**config.mk**
```make
export PLATFORM = sky130hd
export DESIGN_NAME = mantissa_mult_seq
export DESIGN_NICKNAME = d
export VERILOG_FILES = /design/src/rtl/mantissa_mult_seq.sv
export SDC_FILE = /design/constraint.sdc
export NUM_CORES = 1
export LEC_CHECK = 0
export CORE_ASPECT_RATIO = 0.8
export CORE_MARGIN = 8
export CORE_UTILIZATION = 52
export DETAILED_ROUTE_END_ITERATION = 8
export PLACE_DENSITY = 0.89
export SETUP_SLACK_MARGIN = 0.4
export SLEW_MARGIN = 20
export SYNTH_ARGS = -nofsm -noshare
export SYNTH_HDL_FRONTEND = slang
export SYNTH_SLANG_ARGS = --single-unit
```
**constraint.sdc**
```tcl
create_clock -name clk -period 3.4 [get_ports clk]
set_input_delay 0.68 -clock clk [delete_from_list [all_inputs] [get_ports clk]]
set_output_delay 0.68 -clock clk [all_outputs]
set_load 0.01 [all_outputs]
```
**src/rtl/mantissa_mult_seq.sv**
```systemverilog
// Sequential radix-2 shift-add significand multiplier for the single-precision FMUL path.
// Takes two WIDTH-bit significands and returns the raw 2*WIDTH-bit product after WIDTH iterations.
module mantissa_mult_seq #(
    parameter int WIDTH = 24
) (
    input  logic                 clk,
    input  logic                 rst,
    input  logic                 in_valid,
    output logic                 in_ready,
    input  logic [WIDTH-1:0]     a_in,
    input  logic [WIDTH-1:0]     b_in,
    output logic                 out_valid,
    input  logic                 out_ready,
    output logic [2*WIDTH-1:0]   product_out,
    output logic                 norm_shift
);

    localparam int PW    = 2 * WIDTH;
    localparam int CNT_W = (WIDTH > 1) ? $clog2(WIDTH) : 1;

    typedef enum logic [1:0] {
        IDLE = 2'd0,
        BUSY = 2'd1,
        DONE = 2'd2
    } state_t;

    state_t             state_q, state_d;
    logic [PW-1:0]      mcand_q, mcand_d;
    logic [WIDTH-1:0]   mplr_q,  mplr_d;
    logic [PW-1:0]      acc_q,   acc_d;
    logic [CNT_W-1:0]   cnt_q,   cnt_d;
    logic [PW-1:0]      product_q, product_d;
    logic               norm_q,  norm_d;

    logic               last_iter;
    logic [PW-1:0]      partial_sum;

    assign last_iter   = (cnt_q == CNT_W'(WIDTH - 1));
    // The add cannot carry out: the running sum never exceeds a_in*b_in < 2^PW.
    assign partial_sum = acc_q + (mplr_q[0] ? mcand_q : '0);

    always_ff @(posedge clk) begin
        if (rst) begin
            state_q   <= IDLE;
            mcand_q   <= '0;
            mplr_q    <= '0;
            acc_q     <= '0;
            cnt_q     <= '0;
            product_q <= '0;
            norm_q    <= 1'b0;
        end else begin
            state_q   <= state_d;
            mcand_q   <= mcand_d;
            mplr_q    <= mplr_d;
            acc_q     <= acc_d;
            cnt_q     <= cnt_d;
            product_q <= product_d;
            norm_q    <= norm_d;
        end
    end

    always_comb begin
        state_d = state_q;
        case (state_q)
            IDLE:    if (in_valid)  state_d = BUSY;
            BUSY:    if (last_iter) state_d = DONE;
            DONE:    if (out_ready) state_d = IDLE;
            default:                state_d = IDLE;
        endcase
    end

    // Datapath: operands load on the accepting edge, then one shift-add step per BUSY cycle.
    always_comb begin
        mcand_d   = mcand_q;
        mplr_d    = mplr_q;
        acc_d     = acc_q;
        cnt_d     = cnt_q;
        product_d = product_q;
        norm_d    = norm_q;
        case (state_q)
            IDLE: begin
                if (in_valid) begin
                    mcand_d = {{WIDTH{1'b0}}, a_in};
                    mplr_d  = b_in;
                    acc_d   = '0;
                    cnt_d   = '0;
                end
            end
            BUSY: begin
                acc_d   = partial_sum;
                mcand_d = mcand_q << 1;
                mplr_d  = mplr_q >> 1;
                cnt_d   = cnt_q + CNT_W'(1);
                if (last_iter) begin
                    product_d = partial_sum;
                    norm_d    = partial_sum[PW-1];
                end
            end
            default: ;
        endcase
    end

    always_comb begin
        in_ready  = (state_q == IDLE);
        out_valid = (state_q == DONE);
    end

    assign product_out = product_q;
    assign norm_shift  = norm_q;

endmodule
```
### Met1 routing, run 1

Supply wires on this layer in gray.
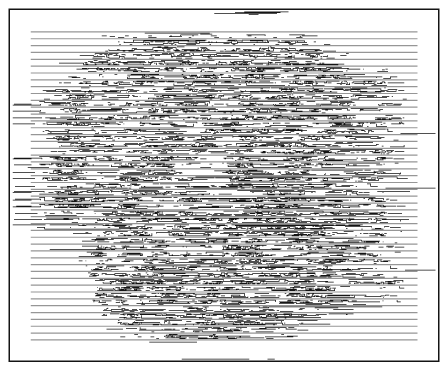
- main direction: horizontal
- wire length on this layer: 13400 um
- nets with wire on the layer: 1431

### The metal 2 layer, run 1

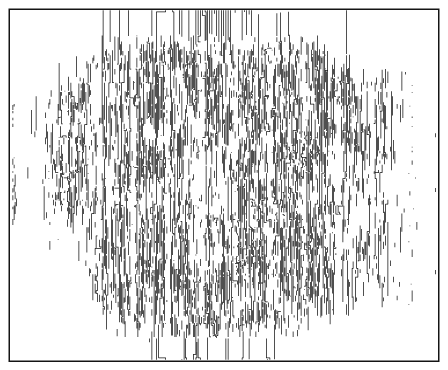
- longest straight run: 37.1 um
- share of all routed wire: 44%
- main direction: vertical

### Metal 3, run 1

Bar = 50 um.
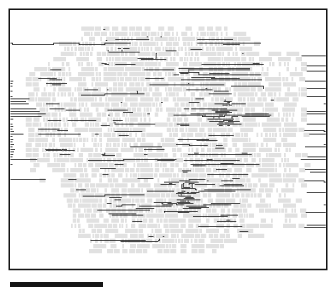
- nets with wire on the layer: 190
- wire length on this layer: 2440 um

### Met4 routing, run 1

Supply wires on this layer in gray.
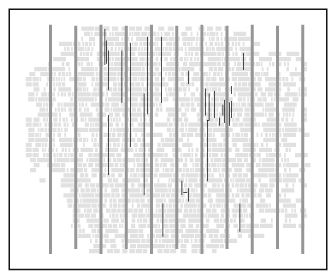
- longest straight run: 55.8 um
- main direction: vertical
- share of all routed wire: 1.7%

==> flow_summary_export.csv, run 1 <==
group,metric,value,unit
route,firstDrtPassIters,8,
route,wl_per_cell,17.5,um
final_timing,worstMarginPinSlew,1.03,ns
yosys,ys_ff,175,
yosys,synthArstFlopShare,0,%
power_and_ir_drop,power_frac_comb,11.0,%
layout,diodes,0,
clock_network,cts_sinks,175,
layout,drive_gt1_share,15.9,%
setup_path,timing.rr.end,"product_out[40]",
final_timing,fmax,298,MHz
final_timing,timing.final.hold_violations,0,
worst_hold_path,holdPathStages,2,
layout,flop-count,175,
grt,globalRouteMet3Util,5.14,%
layout,lay_top_cells,"nor2_1, dfxtp_1, a21oi_1",
final_timing,fin_crit_sh,98.7,%
power_and_ir_drop,comb-power,499,uW
route,first_iter_violations,1135,
job,drv_cap,0,
route,highest_layer,"met4",
floorplanning,fp_util,52.5,%
clock_network,clkTransAtPathRegs,0.07,ns
setup_path,crit_slowest_cell,"dfxtp_4",
floorplanning,num_io_pins,103,
final_timing,rsz0062_at_grt,"yes",
route,drtAntennaViolNets,0,
floorplanning,taps,258,
setup_path,crit_type,"flop to flop",
setup_path,cp-start-kind,"flop",
job,warnings,29,
grt,antenna_found_initial,0,
setup_path,path_max_fanout,8,
yosys,yosysWarningCount,0,
setup_path,path_buffers,1,
yosys,synthFlopType,"dfxtp_1",
layout,lay_top_count,"nor2_1",
layout,comb_cells,1009,
layout,dominant_cells,"logic gates",
grt,grt_pass1_vias,8909,
worst_hold_path,holdCritStartpoint,"product_out[32]",
route,dr_wl_met2,12900,um
worst_hold_path,hp-class,"flop to flop",
layout,buffers,192,
power_and_ir_drop,powerSeq,2160,uW
outcome,status,"finished clean",
clock_network,clockBufferDepth,2,
grt,grt_pass1_wl,44900,um
setup_path,cp_top_family,"AND-OR/OR-AND gates",
==> run 1: stage by stage <==
step	utilization, %	hold WS (ns)	total power [uW]	instance area (um^2)	std cells
after detailed placement	60.7	0.446	2660	11400	1615
final	68.0	0.452	4550	12800	1677
after global placement	60.7	0.442	2650	11400	1615
after floorplan	-	0.447	2500	10000	1290
after CTS	64.7	0.455	4530	12200	1651
after global routing	68.0	0.471	4720	12800	1677
==> run 1: cells by family (layout without fill, tap and decap cells) <==
group                    Yosys count  after routing  synth area share [%]
AND/OR/NAND/NOR                  580            580                  27.4
XOR/XNOR                          45             45                  3.99
buffers and inverters            106            235                  4.70
AND-OR/OR-AND                    334            334                  22.0
multiplexers                       1              1                 0.101
adder cells (fa/ha/maj)           49             49                  6.28
flip-flops                       175            175                  35.5
--- run 2 (diff from run 1) ---
ABC_AREA = 0   (was not set)
GPL_TIMING_DRIVEN = 0   (was not set)
### The clock network, run 2

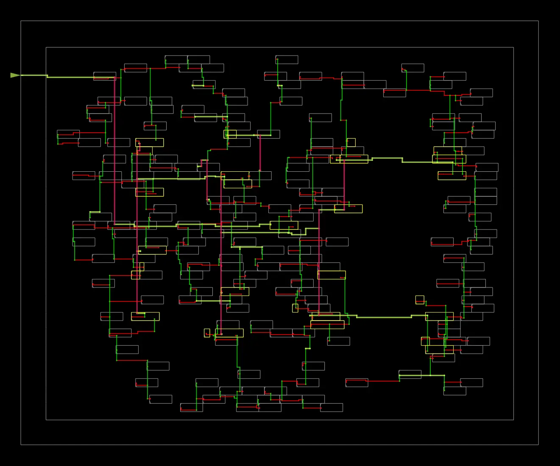
CTS sink cnt: 175
Num CTS Buffers: 17

### The metal 2 layer, run 2

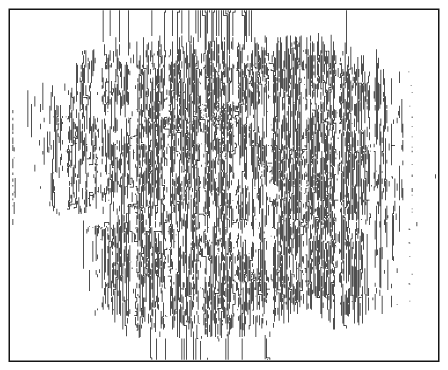
- main direction: vertical
- share of all routed wire: 45%
- longest straight run: 62.2 um
- wire length on this layer: 16500 um

==> run 2 against run 1 <==
- the run now ends with setup timing left
- flip-flop count unchanged
- routed wire length is 26% higher
- die area did not move
- clock power grew 2%
- highest routed layer unchanged
==> flow_summary_export.csv, run 2 <==
group,metric,value,unit
power_and_ir_drop,comb-power,600,uW
setup_path,cp_top_family,"AND-OR/OR-AND gates",
setup_path,crit_type,"flop to flop",
setup_path,path_max_fanout,6,
worst_hold_path,holdCritStartpoint,"product_out[17]",
route,highest_layer,"met4",
yosys,yosysWarningCount,0,
yosys,ys_ff,175,
floorplanning,fp_util,52.5,%
grt,grt_pass1_vias,10100,
layout,diodes,0,
final_timing,setup_viol,17,
yosys,synthAdderAreaFrac,6.28,%
yosys,mux_area_share,0.101,%
setup_path,timing.rr.end,"product_out[40]",
yosys,topCombFamilyByArea,"simple AND/OR/NAND/NOR gates",
clock_network,clockBufferDepth,2,
route,firstDrtPassIters,6,
setup_path,path_buffers,1,
clock_network,clkTransAtPathRegs,0.07,ns
layout,lay_top_cells,"nor2_1, dfxtp_1, a21oi_1",
layout,lay_top_count,"nor2_1",
yosys,simple_gate_share,27.4,%
route,dr_wl_met2,16500,um
outcome,violations,"setup timing",
placement,dpl_cell_area,11400,um^2
layout,final_area,13700,um^2
final_timing,worst_slack,-0.169,ns
layout,post-route-util,73.0,%
yosys,synthAoiAreaFrac,22.0,%
placement,dp_cells,1650,
final_timing,worstMarginPinSlew,1.10,ns
grt,antenna_found_initial,0,
final_timing,hold_ws,0.453,ns
worst_hold_path,hp-class,"flop to flop",
outcome,status,"finished with violations",
final_timing,rsz0062_at_grt,"yes",
## run 2: kinds of logic after synthesis
group	after synthesis
AND-OR/OR-AND	334
XOR/XNOR	45
adder cells (fa/ha/maj)	49
buffers and inverters	106
flip-flops	175
multiplexers	1
AND/OR/NAND/NOR	580
## run 2: worst reg2reg max path: cells and delay by family (launching register included)
family,cells,cell delay [ns]
AND-OR/OR-AND,5,1.57
adder cells (fa/ha/maj),1,0.41
flip-flops,1,0.36
AND/OR/NAND/NOR,5,0.97
buffers and inverters,1,0.14
## run 2: cell type report
type	count	area share, %
inverter	13	0.355
buffer	93	3.63
sequential	175	25.5
multi-input combinational	1009	51.4
timing repair buffer	178	12.7
clock inverter	10	0.848
clock buffer	20	3.25
tap	258	2.35
Power and IR drop assume default switching activity.
